### Cell area per tile, run 1

(4 px per micron) The die is cut into 7 by 7 equal tiles; white is low, dark blue is high, 0 to 100% covered.
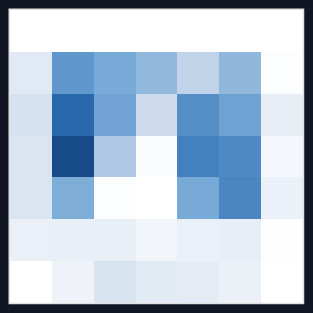
### M3 wires, run 1

(6 px per micron)
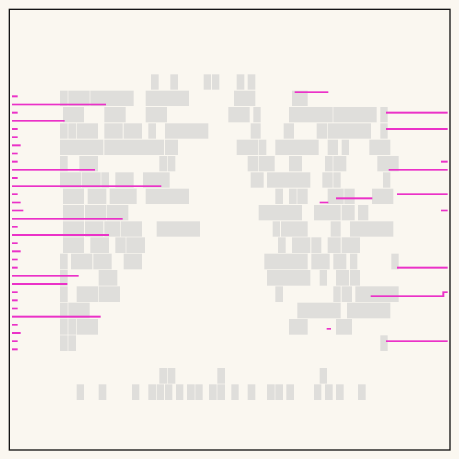
### Met1 routing, run 1

(4 px per micron) Supply wires on this layer in gray.
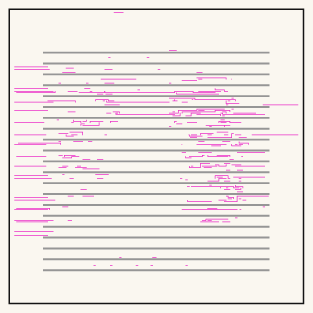
<file path="config.mk">
export PLATFORM = sky130hd
export DESIGN_NAME = hazard_controller
export DESIGN_NICKNAME = d
export VERILOG_FILES = /design/src/rtl/hazard_controller.sv
export SDC_FILE = /design/constraint.sdc
export NUM_CORES = 1
export LEC_CHECK = 0
export CAP_MARGIN = 20
export CORE_MARGIN = 8
export CORE_UTILIZATION = 31
export DETAILED_ROUTE_END_ITERATION = 7
export PLACE_DENSITY = 0.84
export SYNTH_ARGS = -nofsm -noshare
export SYNTH_HDL_FRONTEND = slang
export SYNTH_SLANG_ARGS = --single-unit
export TNS_END_PERCENT = 10
</file>
<file path="constraint.sdc">
create_clock -name clk -period 5 [get_ports clk]
set_input_delay 1.5 -clock clk [delete_from_list [all_inputs] [get_ports clk]]
set_output_delay 1.5 -clock clk [all_outputs]
set_load 0.1 [all_outputs]
</file>
<file path="src/rtl/hazard_controller.sv">
// hazard_controller: load-use bubble insertion, taken-branch flushing and
// pipeline freeze for the request/acknowledge handshake of a MEM-stage load/store.
// Optional build macro: HAZ_PERF_CNT_EN enables the saturating 16-bit
// performance counters; without it the counter ports read 0.
//
// Memory FSM
//   state  | meaning
//   IDLE   | no access pending; a load/store in MEM freezes and starts a request
//   WAIT   | Mem_Req high, pipeline frozen, waiting for Mem_Ack or timeout
//   DONE   | access finished, pipeline released so the MEM instruction advances
module hazard_controller #(
    parameter int unsigned TIMEOUT_CYCLES = 255
) (
    input  logic        clk,
    input  logic        rst_n,
    input  logic [4:0]  Rs_D,
    input  logic [4:0]  Rt_D,
    input  logic        Use_Rt_D,
    input  logic        Mem_Read_E,
    input  logic [4:0]  Rt_E,
    input  logic        PC_Src_E,
    input  logic        Mem_Read_M,
    input  logic        Mem_Write_M,
    input  logic        Mem_Ack,
    output logic        Stall_F,
    output logic        Stall_D,
    output logic        Stall_E,
    output logic        Stall_M,
    output logic        Flush_D,
    output logic        Flush_E,
    output logic        Mem_Req,
    output logic        Mem_Err,
    output logic [15:0] Load_Use_Cnt,
    output logic [15:0] Mem_Stall_Cnt,
    output logic [15:0] Flush_Cnt
);

    typedef enum logic [1:0] {
        S_IDLE = 2'd0,
        S_WAIT = 2'd1,
        S_DONE = 2'd2
    } mem_state_t;

    localparam logic [7:0] TMO_LAST = 8'(TIMEOUT_CYCLES - 1);

    mem_state_t state, state_nxt;
    logic [7:0] tmo_cnt;
    logic       mem_freeze;
    logic       timeout_hit;
    logic       load_use;
    logic       mem_req_q;
    logic       mem_err_q;

    // Raw load-use detection; $zero never carries a real dependency.
    assign load_use = Mem_Read_E && (Rt_E != 5'd0) &&
                      ((Rt_E == Rs_D) || (Use_Rt_D && (Rt_E == Rt_D)));

    // Next-state and freeze decode; an ack coinciding with timeout counts as success.
    always_comb begin
        state_nxt   = state;
        mem_freeze  = 1'b0;
        timeout_hit = 1'b0;
        case (state)
            S_IDLE: begin
                if (Mem_Read_M || Mem_Write_M) begin
                    state_nxt  = S_WAIT;
                    mem_freeze = 1'b1;
                end
            end
            S_WAIT: begin
                mem_freeze = 1'b1;
                if (Mem_Ack) begin
                    state_nxt = S_DONE;
                end else if (tmo_cnt == TMO_LAST) begin
                    state_nxt   = S_DONE;
                    timeout_hit = 1'b1;
                end
            end
            S_DONE:  state_nxt = S_IDLE;
            default: state_nxt = S_IDLE;
        endcase
    end

    // Stall/flush priority: freeze, then taken branch, then load-use; all low in reset.
    always_comb begin
        Stall_F = 1'b0;
        Stall_D = 1'b0;
        Stall_E = 1'b0;
        Stall_M = 1'b0;
        Flush_D = 1'b0;
        Flush_E = 1'b0;
        if (rst_n) begin
            if (mem_freeze) begin
                Stall_F = 1'b1;
                Stall_D = 1'b1;
                Stall_E = 1'b1;
                Stall_M = 1'b1;
            end else if (PC_Src_E) begin
                Flush_D = 1'b1;
                Flush_E = 1'b1;
            end else if (load_use) begin
                Stall_F = 1'b1;
                Stall_D = 1'b1;
                Flush_E = 1'b1;
            end
        end
    end

    // State register, WAIT timeout counter, registered request and sticky error.
    always_ff @(posedge clk) begin
        if (!rst_n) begin
            state     <= S_IDLE;
            tmo_cnt   <= 8'd0;
            mem_req_q <= 1'b0;
            mem_err_q <= 1'b0;
        end else begin
            state     <= state_nxt;
            tmo_cnt   <= (state == S_WAIT) ? tmo_cnt + 8'd1 : 8'd0;
            mem_req_q <= (state_nxt == S_WAIT);
            if (timeout_hit) begin
                mem_err_q <= 1'b1;
            end
        end
    end

    assign Mem_Req = mem_req_q;
    assign Mem_Err = mem_err_q;

`ifdef HAZ_PERF_CNT_EN
    logic        ev_load_use;
    logic        ev_flush;
    logic [15:0] lu_cnt_q;
    logic [15:0] ms_cnt_q;
    logic [15:0] fl_cnt_q;

    assign ev_load_use = !mem_freeze && !PC_Src_E && load_use;
    assign ev_flush    = !mem_freeze && PC_Src_E;

    // Saturating event counters.
    always_ff @(posedge clk) begin
        if (!rst_n) begin
            lu_cnt_q <= 16'd0;
            ms_cnt_q <= 16'd0;
            fl_cnt_q <= 16'd0;
        end else begin
            if (ev_load_use && (lu_cnt_q != 16'hFFFF)) lu_cnt_q <= lu_cnt_q + 16'd1;
            if (mem_freeze  && (ms_cnt_q != 16'hFFFF)) ms_cnt_q <= ms_cnt_q + 16'd1;
            if (ev_flush    && (fl_cnt_q != 16'hFFFF)) fl_cnt_q <= fl_cnt_q + 16'd1;
        end
    end

    assign Load_Use_Cnt  = lu_cnt_q;
    assign Mem_Stall_Cnt = ms_cnt_q;
    assign Flush_Cnt     = fl_cnt_q;
`else
    assign Load_Use_Cnt  = 16'd0;
    assign Mem_Stall_Cnt = 16'd0;
    assign Flush_Cnt     = 16'd0;
`endif

endmodule
</file>
==> impl_metrics.py, run 1 <==
# Generated from Yosys and OpenROAD reports
metrics = {
    "status": {
        "status": "completed",
    },
    "logic_synthesis": {
        "compound_area_share_pct": 8.508,
        "synth.area.mux_share_pct": 0,
        "synthXorXnorAreaFrac_pct": 12.08,
        "syn_avg_cell_area_sq_um": 8.183,
        "synth_flops": 12,
        "synthArstFlopShare_pct": 0,
        "synth_cell_type_count": 26,
        "simple_gate_share_pct": 14.43,
        "seq_area_frac_synth_pct": 23.67,
        "netlist.area_leader.share_pct": 36.99,
        "ys_cells": 124,
        "yosys_area_sq_um": 1015,
        "synth-edff-count": 0,
        "netlist_instances": 124,
        "yosysWarnings": 0,
        "common_cells": "buf_4 (50), dfxtp_1 (12), xor2_1 (12)",
        "synth-adder-area-share_pct": 2.466,
        "most_common_cell": "buf_4",
        "yosys-top-cells-area": "buf_4 (37%), dfxtp_1 (24%), xor2_1 (10%)",
        "top_logic_kind": "buffers and inverters",
        "yosysTopAreaCell": "buf_4",
        "syn_area_sq_um": 1015,
        "ff_type": "dfxtp_1",
    },
    "timing": {
        "slew_headroom_pct": 35.38,
        "rsz0062_at_grt": "false",
        "setup_ws_ns": 0.2507,
        "holdWs_ns": 0.4608,
        "finalSetupTns_ns": 0,
        "drv_slew": 0,
        "fin_worst_skew_ns": 0.001731,
        "fmax_mhz": 210.6,
        "period_minus_slack_ns": 4.749,
        "worst_slew_pin_slew_ns": 0.9663,
        "period_used_pct": 94.99,
        "finalHoldViolations": 0,
        "setup_viol": 0,
    },
    "global_routing": {
        "grt_pass1_wl_mm": 3.546,
        "grt_pass1_vias": 864,
        "use_met2_pct": 15.49,
        "busiest_layer": "met2",
        "grt_usage_pct": 8.425,
        "grt_max_degree": 10,
        "antenna_found_initial": 0,
        "overflow": 0,
    },
    "detailed_routing": {
        "wl_met3_microns": 232,
        "dr_wl_met2_mm": 1.159,
        "ant_nets": 0,
        "vias_per_cell": 3.793,
        "wl_per_cell_microns": 11.12,
        "wirelength_met1_microns": 754,
        "maxUsedRoutingLayer": "met4",
        "drt_iter0_drc": 51,
        "dr.pass1.iters": 2,
        "drc_errors": 0,
    },
    "worst_setup_path": {
        "r2r_setup_slack_ns": 3.79,
        "cpMaxStageDelayCell": "clkdlybuf4s50_1",
        "cp.required_ns": 3.50,
        "critical_path_buf_inv_count": 2,
        "path_delay_family": "buffers and inverters",
        "r2r_cells": 3,
        "cp.arrival_ns": 3.25,
        "critPathKind": "in -> out",
        "endpoint_kind": "output port",
        "path_max_fanout": 3,
        "cp_cell_sequence": "clkdlybuf4s50_1, xor2_1, nor4_2, a32oi_1, o41ai_4, buf_12",
        "critPathLaunchType": "primary input",
        "slowest_delay_ns": 0.47,
        "crit_cells": 6,
    },
    "final_layout": {
        "diodes": 0,
        "top_regs": "tmo_cnt (8), state (2)",
        "n_fill_cell": 329,
        "drive_above_1_share_pct": 9.091,
        "final_nets": 181,
        "stdcell_count": 198,
        "top_register": "tmo_cnt",
        "final_cell_area_sq_um": 1271,
        "syn2layout_area_growth_pct": 25.28,
        "largest_register_ffs": 8,
        "most-common-layout-cells": "conb_1 (48), clkdlybuf4s50_1 (24), dfxtp_1 (12), xor2_1 (12), nor2_1 (11)",
        "lay_top_count": "conb_1",
    },
    "run": {
        "warnings": 28,
        "max_cap_violations": 0,
    },
    "clocking": {
        "path_clk_slew_ns": 0.06,
        "ctsResizeCount": 0,
        "worstSkewPairLatency_ns": 0.27,
        "holdBufCountCts": 0,
        "h-tree-depth": 1,
        "cts_buffers": 3,
        "root_buffer": "clkbuf_4",
        "postCtsSetupRepairBufs": 0,
        "cts.sinks": 12,
        "cts_tree": "built",
        "cts_buffer_depth": 2,
    },
    "pwr": {
        "p_clk_mw": 0.0570,
        "vdd_drop_max_v": 0.0001446,
        "p_total_mw": 0.4054,
        "top_power_group": "combinational cells",
        "switching_share_pct": 59.39,
        "comb_power_share_pct": 61.1,
        "p_leak_nw": 0.5611,
        "p_int_mw": 0.1646,
        "power.density_nw_per_um2": 318.9,
        "p_seq_mw": 0.101,
        "clkPwrFrac_pct": 14.1,
        "seqPwrFrac_pct": 24.9,
        "powerComb_mw": 0.248,
        "switching_power_mw": 0.2408,
    },
    "placement": {
        "placed_area_sq_um": 1249,
        "numPortBuffers": 30,
        "place_congestion": 0.7605,
        "dp_hpwl_mm": 1.983,
        "placed_cells": 195,
        "dp_slack_ns": 0.2296,
    },
    "die": {
        "floorplan.rows": 20,
        "pin_count": 79,
        "die_w_microns": 73.21,
        "die_h_microns": 73.21,
        "dieArea_sq_um": 5360,
    },
    "worst_hold_path": {
        "hp-class": "reg -> reg",
        "min_path_cells": 1,
    },
}
Back to the opening pictures, 'Cell area per tile':
tiles over 75% full: 4.1%
nearly empty tiles: 29%
fullest tile: 90%
densest ninth of the die: west
mean over tiles: 23%
core box area: 3078 sq um
post-layout util: 41.30%
Starting Density: 32.97%

Back to the opening pictures, 'M3 wires':
longest straight run: 24.6 microns
share of all routed wire: 11%
WL final: 2.202 mm
GRT met3 Usage: 3.434%

Back to the opening pictures, 'Met1 routing':
nets with wire on the layer: 133
main direction: horizontal
share of all routed wire: 34%
grt met1 use: 7.160%
vias: 751

[run 1: cell type report]
class | count | area, sq um | share of cell area [%]
clock buffers | 3 | 22.52 | 1.772
inverters | 4 | 15.01 | 1.181
multi-input cells | 105 | 578.1 | 45.47
flip-flops and latches | 12 | 240.2 | 18.90
well taps | 44 | 55.05 | 4.331
repair buffers | 30 | 360.3 | 28.35
[run 1: worst paths after layout]
path | start | to
min reg2reg | tmo_cnt[0]$_SDFF_PN0_ | tmo_cnt[0]$_SDFF_PN0_
min | tmo_cnt[0]$_SDFF_PN0_ | tmo_cnt[0]$_SDFF_PN0_
max | Rt_E[3] | Stall_F
max reg2reg | tmo_cnt[2]$_SDFF_PN0_ | tmo_cnt[5]$_SDFF_PN0_
### Clock network drawn from the DEF, run 1

(4 px per micron)
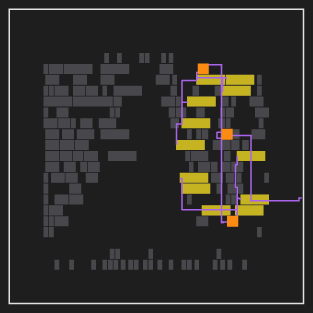

==> run 2: changes to the inputs <==
--- a/config.mk
+++ b/config.mk
@@ -7,9 +7,10 @@
 export LEC_CHECK = 0
 export CAP_MARGIN = 20
 export CORE_MARGIN = 8
-export CORE_UTILIZATION = 31
+export CORE_UTILIZATION = 36
 export DETAILED_ROUTE_END_ITERATION = 7
-export PLACE_DENSITY = 0.84
+export PLACE_DENSITY = 0.94
+export SLEW_MARGIN = 10
 export SYNTH_ARGS = -nofsm -noshare
 export SYNTH_HDL_FRONTEND = slang
 export SYNTH_SLANG_ARGS = --single-unit
### Clock network drawn from the DEF, run 2

(6 px per micron)
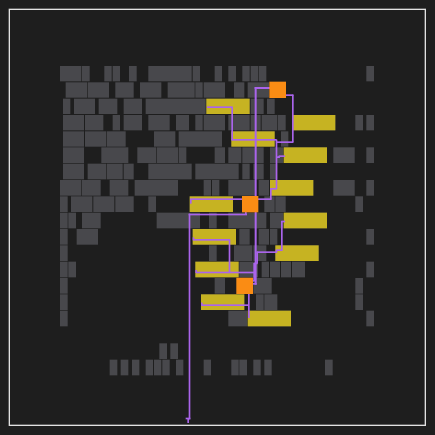
legend:
  purple:
    item: clock wires
    length: 191 microns
  yellow:
    item: flip-flops
    count: 12
  orange:
    item: clock drivers
    count: 3
flops lie: center
clk latency late pin: 0.28 ns
clk pwr: 0.0600 mW
Clock Power Share: 14.7%
Setup Skew: 0.002847 ns

### Met1 routing, run 2

(4 px per micron) Supply wires on this layer in gray.
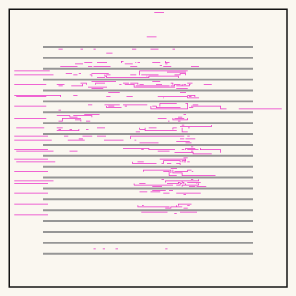
nets with wire on the layer: 133
wire length on this layer: 714 microns
share of all routed wire: 32%
longest straight run: 13.3 microns
main direction: horizontal
vias: 752
grt met1 use: 6.843%
WL final: 2.248 mm

==> impl_metrics.py, run 2 <==
# Generated from Yosys and OpenROAD reports
metrics = {
    "pwr": {
        "vdd_drop_max_v": 0.0001556,
        "p_seq_mw": 0.101,
        "top_power_group": "combinational cells",
        "switching_share_pct": 59.76,
        "p_leak_nw": 0.5611,
        "seqPwrFrac_pct": 24.7,
    },
    "timing": {
        "setup_viol": 0,
        "setup_ws_ns": 0.2145,
        "slew_headroom_pct": 35.13,
        "holdWs_ns": 0.4764,
        "fmax_mhz": 209.0,
        "period_minus_slack_ns": 4.786,
        "period_used_pct": 95.71,
    },
    "logic_synthesis": {
        "most_common_cell": "buf_4",
        "yosys_area_sq_um": 1015,
        "synth_cell_type_count": 26,
        "syn_avg_cell_area_sq_um": 8.183,
        "yosysWarnings": 0,
        "synthArstFlopShare_pct": 0,
        "synth.area.mux_share_pct": 0,
        "synth_flops": 12,
        "top_logic_kind": "buffers and inverters",
        "ys_cells": 124,
        "common_cells": "buf_4 (50), dfxtp_1 (12), xor2_1 (12)",
        "syn_area_sq_um": 1015,
        "simple_gate_share_pct": 14.43,
        "yosysTopAreaCell": "buf_4",
        "seq_area_frac_synth_pct": 23.67,
    },
    "clocking": {
        "ctsResizeCount": 0,
        "cts.sinks": 12,
        "cts_tree": "built",
        "cts_buffers": 3,
        "holdBufCountCts": 0,
        "root_buffer": "clkbuf_4",
        "postCtsSetupRepairBufs": 0,
    },
    "run": {
        "warnings": 28,
    },
    "detailed_routing": {
        "wirelength_met1_microns": 714,
        "wl_per_cell_microns": 12.15,
        "ant_nets": 0,
        "vias_per_cell": 4.065,
        "maxUsedRoutingLayer": "met4",
        "wl_met3_microns": 203,
        "drc_errors": 0,
        "drt_iter0_drc": 7,
    },
    "final_layout": {
        "syn2layout_area_growth_pct": 23.67,
        "final_util_pct": 46.31,
        "comb-cell-share_pct": 46.06,
        "largest_register_ffs": 8,
        "clk_share_pct": 1.795,
        "buffer_area_share_pct": 28.71,
        "drive_above_1_share_pct": 9.091,
        "final_cell_area_sq_um": 1255,
        "most-common-layout-cells": "conb_1 (48), clkdlybuf4s50_1 (24), dfxtp_1 (12), xor2_1 (12), nor2_1 (11)",
        "layout.area.comb_sq_um": 578.1,
        "largest_class": "combinational gates",
        "buffers": 30,
        "stdcell_count": 185,
    },
    "die": {
        "fp.coreArea_sq_um": 2710,
        "pin_count": 79,
        "die_h_microns": 69.09,
        "nWellTaps": 31,
        "die_w_microns": 69.09,
    },
    "worst_setup_path": {
        "critPathKind": "in -> out",
        "endpoint_kind": "output port",
        "slowest_delay_ns": 0.47,
        "cp_cell_sequence": "clkdlybuf4s50_1, xor2_1, nor4_2, a32oi_1, o41ai_4, buf_12",
        "critical_path_buf_inv_count": 2,
        "cpMaxStageDelayCell": "clkdlybuf4s50_1",
        "path_delay_family": "buffers and inverters",
        "cp.required_ns": 3.50,
    },
    "placement": {
        "dp_slack_ns": 0.1845,
        "place_congestion": 0.7438,
        "placed_cells": 182,
    },
    "global_routing": {
        "grt_pass1_vias": 881,
        "overflow": 0,
        "grt_max_degree": 10,
        "grt_usage_pct": 9.365,
        "grt_pass1_wl_mm": 3.753,
    },
    "status": {
        "status": "completed",
    },
}
### M3 wires, run 2

(6 px per micron)
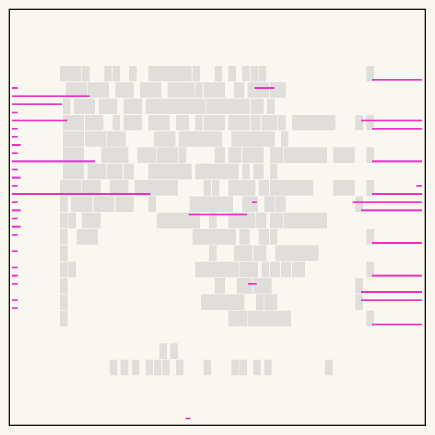
longest straight run: 22.8 microns
main direction: horizontal
nets with wire on the layer: 40
share of all routed wire: 9.0%
wire length on this layer: 204 microns
GRT met3 Usage: 3.720%

## run 2: cell counts in the layout (fill, tap and decap cells not counted)
No cell type changed its count.
## run 2: per-layer routing
metal,vias to the layer above,global-route usage (%)
met5,-,0
met4,0,6.834
met3,5,3.720
met2,43,18.55
met1,333,6.843
li1,371,-
## run 2: final timing paths
path	to	cells past startpoint	slack [ns]	startpoint
setup / recovery	Stall_F	6	0.21	Rt_E[3]
hold / removal	Mem_Err$_SDFFE_PN0P_	2	0.48	Mem_Err$_SDFFE_PN0P_
setup reg to reg	Mem_Req$_SDFF_PN0_	3	3.80	state[0]$_SDFF_PN0_
hold reg to reg	Mem_Err$_SDFFE_PN0P_	2	0.48	Mem_Err$_SDFFE_PN0P_
Power and IR drop assume default switching activity.
